`config.mk`:
```
export PLATFORM = sky130hd
export DESIGN_NAME = uart_frame_rx
export DESIGN_NICKNAME = d
export VERILOG_FILES = /design/src/rtl/uart_frame_pkg.sv /design/src/rtl/uart_frame_buf.sv /design/src/rtl/uart_frame_rx.sv
export SDC_FILE = /design/constraint.sdc
export NUM_CORES = 1
export LEC_CHECK = 0
export CELL_PAD_IN_SITES_DETAIL_PLACEMENT = 1
export CELL_PAD_IN_SITES_GLOBAL_PLACEMENT = 1
export CORE_UTILIZATION = 47
export CTS_CLUSTER_SIZE = 40
export DETAILED_ROUTE_END_ITERATION = 7
export GPL_ROUTABILITY_DRIVEN = 0
export PLACE_DENSITY_LB_ADDON = 0.2
export REMOVE_ABC_BUFFERS = 1
export SKIP_LAST_GASP = 1
export SLEW_MARGIN = 15
export SYNTH_ARGS = -nofsm -noshare
export SYNTH_HDL_FRONTEND = slang
export SYNTH_SLANG_ARGS = --single-unit
```
`constraint.sdc`:
```
create_clock -name clk -period 2.9 [get_ports clk]
set_input_delay 0.725 -clock clk [delete_from_list [all_inputs] [get_ports clk]]
set_output_delay 0.725 -clock clk [all_outputs]
set_load 0.01 [all_outputs]
```
`src/rtl/uart_frame_pkg.sv`:
```
// Shared encodings and helpers for the uart frame deframer.
package uart_frame_pkg;

  typedef enum logic [2:0] {
    HUNT,
    LEN_S,
    PAYLOAD,
    CSUM_S,
    DONE
  } state_e;

  typedef enum logic [1:0] {
    FETCH,
    WAIT,
    CAPTURE
  } phase_e;

  localparam logic [7:0] SOF_DEFAULT = 8'h7E;

  function automatic logic len_ok(input logic [7:0] len, input int max_len);
    return (len != 8'd0) && (int'(len) <= max_len);
  endfunction

endpackage

```
`src/rtl/uart_frame_buf.sv`:
```
// Payload buffer: simple dual-port RAM, one write port and one registered read port.
module uart_frame_buf #(
  parameter int DEPTH = 32,
  parameter int AW    = 5
) (
  input  logic          clk,
  input  logic          rst,
  input  logic          i_we,
  input  logic [AW-1:0] i_waddr,
  input  logic [7:0]    i_wdata,
  input  logic          i_re,
  input  logic [AW-1:0] i_raddr,
  output logic [7:0]    o_rdata
);

  logic [7:0] r_mem [DEPTH];
  logic [7:0] r_rdata;

  // NOTE: the storage array has no reset; only the read register is cleared,
  // which keeps the array mappable onto plain RAM.
  always_ff @(posedge clk) begin
    if (i_we) r_mem[i_waddr] <= i_wdata;
  end

  always_ff @(posedge clk or posedge rst) begin
    if (rst)       r_rdata <= 8'h00;
    else if (i_re) r_rdata <= r_mem[i_raddr];
  end

  assign o_rdata = r_rdata;

endmodule

```
`src/rtl/uart_frame_rx.sv`:
```
// Deframer behind the uart RX FIFO: hunts SOF, collects LEN + payload + CSUM,
// holds validated payloads for the consumer until released by frame_ack.
module uart_frame_rx
  import uart_frame_pkg::*;
#(
  parameter int         MAX_LEN      = 32,
  parameter int         TIMEOUT_CLKS = 65535,
  parameter logic [7:0] SOF_BYTE     = SOF_DEFAULT
) (
  input  logic        clk,
  input  logic        rst,
  input  logic        uart_rx_ready,
  input  logic [7:0]  uart_rx_byte,
  output logic        uart_rx_read,
  output logic        frame_valid,
  output logic [7:0]  frame_len,
  input  logic [7:0]  frame_rd_addr,
  output logic [7:0]  frame_rd_data,
  input  logic        frame_ack,
  output logic        err_csum,
  output logic        err_len,
  output logic        err_timeout,
  output logic [15:0] frames_ok
);

  localparam int AW = (MAX_LEN > 1) ? $clog2(MAX_LEN) : 1;
  localparam int TW = $clog2(TIMEOUT_CLKS + 1);
  localparam logic [TW-1:0] IDLE_LAST = TW'(TIMEOUT_CLKS - 1);

  state_e        r_state;
  phase_e        r_phase;
  logic          r_read;
  logic          r_frame_valid;
  logic [7:0]    r_frame_len;
  logic [7:0]    r_len;
  logic [7:0]    r_idx;
  logic [7:0]    r_sum;
  logic [TW-1:0] r_idle;
  logic          r_err_csum;
  logic          r_err_len;
  logic          r_err_timeout;
  logic [15:0]   r_frames_ok;

  logic       w_capture;
  logic       w_active;
  logic       w_we;
  logic       w_rd_en;
  logic [7:0] w_sum_next;

  assign w_capture  = (r_phase == CAPTURE);
  assign w_active   = (r_state == LEN_S) || (r_state == PAYLOAD) || (r_state == CSUM_S);
  assign w_we       = w_capture && (r_state == PAYLOAD);
  assign w_rd_en    = (frame_rd_addr < 8'(MAX_LEN));
  assign w_sum_next = r_sum + uart_rx_byte;

  // NOTE: all state below uses non-blocking assignments so every register
  // sees the pre-edge values of its peers, independent of statement order.
  always_ff @(posedge clk or posedge rst) begin
    if (rst) begin
      r_state       <= HUNT;
      r_phase       <= FETCH;
      r_read        <= 1'b0;
      r_frame_valid <= 1'b0;
      r_frame_len   <= 8'h00;
      r_len         <= 8'h00;
      r_idx         <= 8'h00;
      r_sum         <= 8'h00;
      r_idle        <= '0;
      r_err_csum    <= 1'b0;
      r_err_len     <= 1'b0;
      r_err_timeout <= 1'b0;
      r_frames_ok   <= 16'h0000;
    end else begin
      r_err_csum    <= 1'b0;
      r_err_len     <= 1'b0;
      r_err_timeout <= 1'b0;

      // The fetch cadence runs independently of the frame state so a byte
      // already popped is never lost when the frame state is reset to HUNT.
      case (r_phase)
        FETCH: if (uart_rx_ready && (r_state != DONE)) begin
          r_read  <= ~r_read;
          r_phase <= WAIT;
        end
        WAIT:    r_phase <= CAPTURE;
        CAPTURE: r_phase <= FETCH;
        default: r_phase <= FETCH;
      endcase

      case (r_state)
        HUNT: if (w_capture && (uart_rx_byte == SOF_BYTE)) r_state <= LEN_S;
        LEN_S: if (w_capture) begin
          if (len_ok(uart_rx_byte, MAX_LEN)) begin
            r_len   <= uart_rx_byte;
            r_sum   <= uart_rx_byte;
            r_idx   <= 8'h00;
            r_state <= PAYLOAD;
          end else begin
            r_err_len <= 1'b1;
            r_state   <= HUNT;
          end
        end
        PAYLOAD: if (w_capture) begin
          r_sum <= w_sum_next;
          r_idx <= r_idx + 8'd1;
          if (r_idx == r_len - 8'd1) r_state <= CSUM_S;
        end
        CSUM_S: if (w_capture) begin
          if (w_sum_next == 8'h00) begin
            r_frame_valid <= 1'b1;
            r_frame_len   <= r_len;
            r_frames_ok   <= r_frames_ok + 16'd1;
            r_state       <= DONE;
          end else begin
            r_err_csum <= 1'b1;
            r_state    <= HUNT;
          end
        end
        DONE: if (frame_ack) begin
          r_frame_valid <= 1'b0;
          r_state       <= HUNT;
        end
        default: r_state <= HUNT;
      endcase

      // Timeout only fires on a cycle without a capture, so it never
      // conflicts with the state update above.
      if (w_active && !w_capture) begin
        if (r_idle == IDLE_LAST) begin
          r_err_timeout <= 1'b1;
          r_idle        <= '0;
          r_state       <= HUNT;
        end else begin
          r_idle <= r_idle + TW'(1);
        end
      end else begin
        r_idle <= '0;
      end
    end
  end

  uart_frame_buf #(
    .DEPTH (MAX_LEN),
    .AW    (AW)
  ) u_buf (
    .clk     (clk),
    .rst     (rst),
    .i_we    (w_we),
    .i_waddr (r_idx[AW-1:0]),
    .i_wdata (uart_rx_byte),
    .i_re    (w_rd_en),
    .i_raddr (frame_rd_addr[AW-1:0]),
    .o_rdata (frame_rd_data)
  );

  assign uart_rx_read = r_read;
  assign frame_valid  = r_frame_valid;
  assign frame_len    = r_frame_len;
  assign err_csum     = r_err_csum;
  assign err_len      = r_err_len;
  assign err_timeout  = r_err_timeout;
  assign frames_ok    = r_frames_ok;

endmodule
```
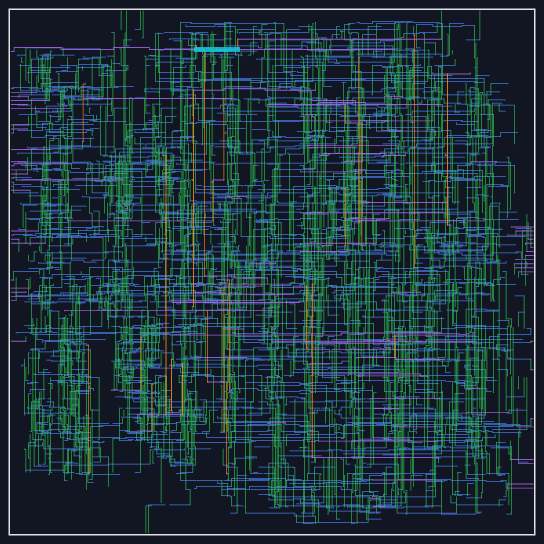
Figure 1: run 1, routed metal, one colour a layer.
(3 px per µm)
| colour | layer | wire length |
|---|---|---|
| blue | met1 | 13700 µm |
| cyan | met5 | 13.8 µm |
| orange | met4 | 881 µm |
| purple | met3 | 2010 µm |
| green | met2 | 17500 µm |

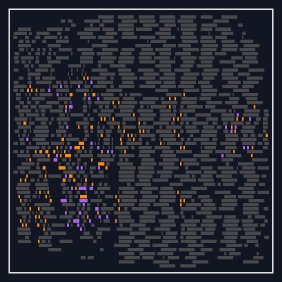
Figure 2: run 1, selected gate families.
(1.5 px per µm)
| colour | family | cells |
|---|---|---|
| purple | inverting AOI/OAI gates | 46 |
| orange | NOR gates | 111 |
number of standard cells in the final layout excluding fillers: 1390
Top cell excl fill/tap: edfxtp_1
Comb/total area: 24.4%

==> deck_impl_summary.md, run 1 <==
Run Summary

Critical path
  – Number of cells on the worst reg-to-reg path: 5
  – Class of the most critical setup path: in2reg
  – Worst flop-to-flop path startpoint: r_state[0]
  – Reg2Reg Capture Point: u_buf.r_mem[20][5]
  – Launch point of the worst path: uart_rx_byte[5]
  – Chain of cells forming the critical path: clkdlybuf4s50_1 > ha_1 > nor2b_1 > a221o_1 > a211oi_2 > nor2b_4 > and2_1 > buf_12 > nand4_1 > xnor2_1
  – Crit path max-delay family: buffers and inverters
  – Worst Path Required: 3300 ps
  – Crit path DAT: around 3200 ps
  – Critical path depth in cells: 10

CTS
  – CTS tree: built
  – Setup repair bufs after CTS: 0
  – Clk Tree Root Cell: clkbuf_16
  – Buffer levels on the longest clock path: 3
  – Clock slew at reported path FFs: approximately 60 ps
  – Post-cts hold-fix buffer tally: 0
  – Number of buffers added by the clock tree synthesis step: 38

Finish
  – Max reg flops: 256
  – Signal inverters: 13
  – Share of post-route cells with drive strength above 1: 23.8%
  – Count of clock-net buffers in the final layout: roughly 47
  – Fraction of area in clock buffers and inverters: 7.51%
  – Largest Register: u_buf.r_mem
  – Antenna cells: 0
  – Reg area: 0.00974 mm²
  – Cell area after layout: 0.0169 mm²
  – Signal buffers share of area: 7.41%
  – Bufs w/o clock: 139
  – Combinational Gates: 449
  – Logic area: 0.00413 mm²

Floorplan
  – Height of the chip: 175 µm
  – Area of the die: 0.0305 mm²
  – I/O pins: around 57
  – Floorplan Core Area: 0.0290 mm²

Yosys
  – Post-synthesis share of cell area spent on and-or and or-and gates: 2.42%
  – Proportion of register bits with asynchronous set or reset after synthesis: 24.3%
  – Area fraction in full adders, half adders and majority gates: 1.48%
  – Portion of the post-synthesis area used by sequential elements: 69.5%
  – Most instantiated flip-flop cell in the synthesis netlist: edfxtp_1
  – Count of state elements after synthesis: 338
  – Post-synth design cell area: 0.0140 mm²
  – Library cell with the highest instance count after synthesis: edfxtp_1
  – Area figure in the yosys stat output: 0.0140 mm²
  – Top post-synthesis cells by count: edfxtp_1, nor2_1, dfrtp_1
  – And+or+nand+nor area frac: 7.93%
  – Mapped Cells: 833

Power and ir drop
  – Relative contribution of sequential cells to total power: 46.0%
  – Final Total Pwr: 12.1 mW
  – Group drawing the most power: registers
  – Share of power burned in combinational logic: 13.5%
  – LEAKAGE: 6.04 nW

Global route
  – Met2 global-route usage: 40.2%
  – Global-route wire length before repair: 53.0 mm
  – GRT busiest layer: met2

Routing
  – Average wire length per cell after detail routing: 24.6 µm
  – Initial DRT Pass Iterations: 5
  – DR DRC count: 0
  – Final WL: 34.1 mm
  – Via density: between 5 and 6
  – Routed length on met3: 2.01 mm
  – Remaining number of nets flagged by the antenna check after routing: 0
  – Highest metal layer used by the detailed router: met5
  – Number of DRC markers after the initial detailed-route iteration: 638

Status
  – Run status: complete, no violations

Min path
  – Terminating pin of the worst hold path: frames_ok[15]
  – Cell count of the worst hold path: 1

Place
  – Post-Place Cells: 1322
  – Post-detailed-placement half-perimeter wirelength: 22.4 mm
  – Post-placement worst setup slack: -795 ps
  – Placed Area: 0.0156 mm²

Timing
  – Worst slew slack as a fraction of its limit: 55.0%
  – Setup Skew: 8.45 ps
  – Max-slew violation total from the final report: 0
  – Hold_ws: 476 ps
  – PnR worst setup slack: 80.9 ps
  – Worst Max-Slew Pin Slew: 675 ps

Job
  – Number of OpenROAD warnings: 30
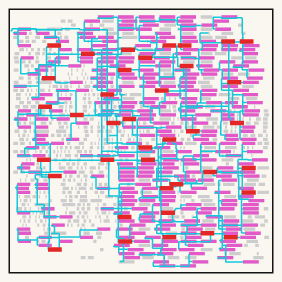
Figure 3: run 1, clock wires, drivers and flops.
(1.5 px per µm)
[red] cells driving clock nets | count: 38
[magenta] flip-flops | count: 338
[cyan] clock wires | length: 3990 µm
routed clock nets: 39

--- run 2 (diff from run 1) ---
--- a/config.mk
+++ b/config.mk
@@ -7,7 +7,7 @@
 export LEC_CHECK = 0
 export CELL_PAD_IN_SITES_DETAIL_PLACEMENT = 1
 export CELL_PAD_IN_SITES_GLOBAL_PLACEMENT = 1
-export CORE_UTILIZATION = 47
+export CORE_UTILIZATION = 56
 export CTS_CLUSTER_SIZE = 40
 export DETAILED_ROUTE_END_ITERATION = 7
 export GPL_ROUTABILITY_DRIVEN = 0
==> constraint.sdc (replaced) <==
create_clock -name clk -period 3.45 [get_ports clk]
set_input_delay 0.8625 -clock clk [delete_from_list [all_inputs] [get_ports clk]]
set_output_delay 0.8625 -clock clk [all_outputs]
set_load 0.01 [all_outputs]
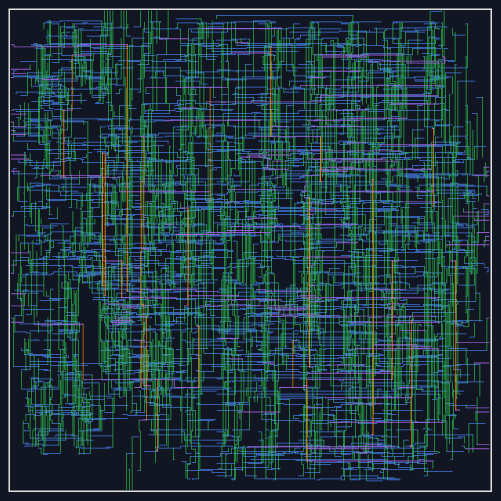
Figure 4: run 2, routed metal, one colour a layer.
(3 px per µm)
| colour | layer | wire length |
|---|---|---|
| blue | met1 | 13400 µm |
| purple | met3 | 2010 µm |
| orange | met4 | 903 µm |
| green | met2 | 17500 µm |

==> run 2 against run 1 <==
- register-to-register slack gained 210 ps
- synthesized area unchanged
- via count increased by 0.93%
- wire length down 0.85%
- largest cell class unchanged
- worst hold slack got worse by 2.3 ps
- non-clock buffer count decreased by 30
- clock skew grew 3.7 ps
- sequential cell count stayed put
- critical endpoint is now frames_ok[7]
- sequential share of layout area up 2.0 points
- combinational power down 24%
- utilization is 8.5 points higher
- setup slack better by 71 ps
==> deck_impl_summary.md, run 2 <==
Run Summary

Status
  – Run status: complete, no violations

Finish
  – Signal inverters: 13
  – Reg area: approximately 0.0097 mm²
  – Signal buffers share of area: 6.27%
  – Share of post-route cells with drive strength above 1: around a fifth
  – Comb/total area: between 20% and 30%
  – Top cell excl fill/tap: edfxtp_1
  – Cell area after layout: 0.0164 mm²
  – Logic area: about 0.004 mm²
  – Antenna cells: 0
  – Number of standard cells in the final layout excluding fillers: 1296
  – Fraction of area in clock buffers and inverters: 6.43%
  – Count of clock-net buffers in the final layout: about 46
  – Combinational Gates: 449

Critical path
  – Launch point of the worst path: uart_rx_byte[0]
  – Class of the most critical setup path: in2reg
  – Chain of cells forming the critical path: clkdlybuf4s50_1 > ha_1 > inv_1 > fa_1 > nor2b_2 > o21ai_0 > a211oi_1 > nor2b_2 > and2_1 > buf_12 > nand4_1 > xnor2_1
  – Worst flop-to-flop path startpoint: r_state[0]
  – Crit path DAT: 3680 ps
  – Crit path max-delay family: simple AND/OR/NAND/NOR gates
  – Critical path depth in cells: 12
  – Number of cells on the worst reg-to-reg path: 4

Routing
  – Final WL: 33.9 mm
  – Number of DRC markers after the initial detailed-route iteration: 565
  – Average wire length per cell after detail routing: 26.1 µm
  – Initial DRT Pass Iterations: 4
  – DR DRC count: 0
  – Via density: 6.16
  – Routed length on met3: 2.01 mm
  – Highest metal layer used by the detailed router: met4

Yosys
  – Area figure in the yosys stat output: between 0.01 and 0.015 mm²
  – Count of state elements after synthesis: 338
  – Mapped Cells: between 800 and 900
  – Top post-synthesis cells by count: edfxtp_1, nor2_1, dfrtp_1
  – Area fraction in full adders, half adders and majority gates: 1.48%
  – Library cell with the highest instance count after synthesis: edfxtp_1
  – Proportion of register bits with asynchronous set or reset after synthesis: 24.3%
  – Portion of the post-synthesis area used by sequential elements: between 60% and 70%
  – Post-synthesis share of cell area spent on and-or and or-and gates: about 2.4%
  – Post-synth design cell area: between 0.01 and 0.015 mm²

Min path
  – Cell count of the worst hold path: 1
  – Terminating pin of the worst hold path: uart_rx_read

Power and ir drop
  – LEAKAGE: 5.78 nW
  – Group drawing the most power: registers
  – Final Total Pwr: 9.40 mW
  – Share of power burned in combinational logic: 13.3%

Place
  – Post-detailed-placement half-perimeter wirelength: 22.3 mm
  – Placed Area: 0.0153 mm²
  – Post-Place Cells: about 1200

Timing
  – Worst Max-Slew Pin Slew: 851 ps
  – Max-slew violation total from the final report: 0

Floorplan
  – I/O pins: roughly 57
  – Height of the chip: 160 µm
  – Floorplan Core Area: 0.0245 mm²
  – Area of the die: 0.0257 mm²

CTS
  – Post-cts hold-fix buffer tally: 0
  – Clock slew at reported path FFs: 60 ps
  – Clk Tree Root Cell: clkbuf_16
  – Setup repair bufs after CTS: 0
  – Number of buffers added by the clock tree synthesis step: 35

Global route
  – Global-route wire length before repair: 53.2 mm
  – Met2 global-route usage: 48.3%
  – GRT busiest layer: met2

Job
  – Number of OpenROAD warnings: 29
--- run 3 (diff from run 2) ---
--- a/config.mk
+++ b/config.mk
@@ -14,7 +14,6 @@
 export PLACE_DENSITY_LB_ADDON = 0.2
 export REMOVE_ABC_BUFFERS = 1
 export SKIP_LAST_GASP = 1
-export SLEW_MARGIN = 15
 export SYNTH_ARGS = -nofsm -noshare
 export SYNTH_HDL_FRONTEND = slang
 export SYNTH_SLANG_ARGS = --single-unit
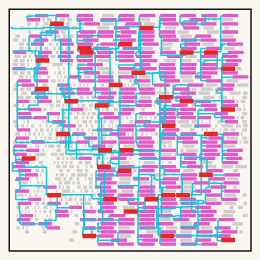
Figure 5: run 3, clock wires, drivers and flops.
(1.5 px per µm)
[cyan] clock wires | length: 3720 µm
[magenta] flip-flops | count: 338
[red] cells driving clock nets | count: 35
flops lie: all over the die
routed clock nets: 36
Setup Skew: 12.2 ps
clock network power share: 37.0%
source-to-sink clock delay at the later pin of the worst-skew pair: 510 ps
clock network power: 3.47 mW

==> run 3 against run 2 <==
- clock skew is the same
- via count unchanged
- utilization unchanged
- setup slack did not move
- synthesized area did not move
- cell count is the same
- combinational power about the same
- cell area did not move
- clock power is essentially flat
- wire length is the same
- critical path depth unchanged
- register-to-register slack is essentially flat
==> deck_impl_summary.md, run 3 <==
Run Summary

Finish
  – Share of post-route cells with drive strength above 1: just over 20%
  – Combinational Gates: roughly 450
  – Logic area: 0.00408 mm²
  – Reg area: 0.00974 mm²
  – Signal buffers share of area: 6.27%
  – Signal inverters: 13
  – Count of clock-net buffers in the final layout: 46
  – Cell area after layout: 0.0164 mm²
  – Top cell excl fill/tap: edfxtp_1
  – Number of standard cells in the final layout excluding fillers: 1296

Routing
  – Final WL: 33.9 mm
  – Highest metal layer used by the detailed router: met4
  – Remaining number of nets flagged by the antenna check after routing: 0
  – Via density: 6.16
  – Average wire length per cell after detail routing: 26.1 µm

Global route
  – Global-route wire length before repair: 53.2 mm

Floorplan
  – Height of the chip: between 150 and 200 µm
  – Area of the die: 0.0257 mm²

Critical path
  – Number of cells on the worst reg-to-reg path: 4
  – Launch point of the worst path: uart_rx_byte[0]
  – Crit path DAT: 3680 ps
  – Worst flop-to-flop path startpoint: r_state[0]
  – Worst Path Required: 3830 ps

Place
  – Post-detailed-placement half-perimeter wirelength: approximately 22 mm
  – Placed Area: 0.0153 mm²
  – Post-placement worst setup slack: -488 ps

Yosys
  – Most instantiated flip-flop cell in the synthesis netlist: edfxtp_1
  – Post-synth design cell area: 0.0140 mm²
  – Library cell with the highest instance count after synthesis: edfxtp_1
  – Area figure in the yosys stat output: 0.0140 mm²
  – Mapped Cells: 833

Timing
  – Max-slew violation total from the final report: 0
  – Hold_ws: 474 ps
  – PnR worst setup slack: 152 ps

Job
  – Number of OpenROAD warnings: 29

CTS
  – Number of buffers added by the clock tree synthesis step: 35
  – Setup repair bufs after CTS: 0

Power and ir drop
  – Relative contribution of sequential cells to total power: between 40% and 50%
  – LEAKAGE: 5.78 nW

Status
  – Run status: complete, no violations
Power figures rest on the tool's default switching activity, not on a simulated workload.
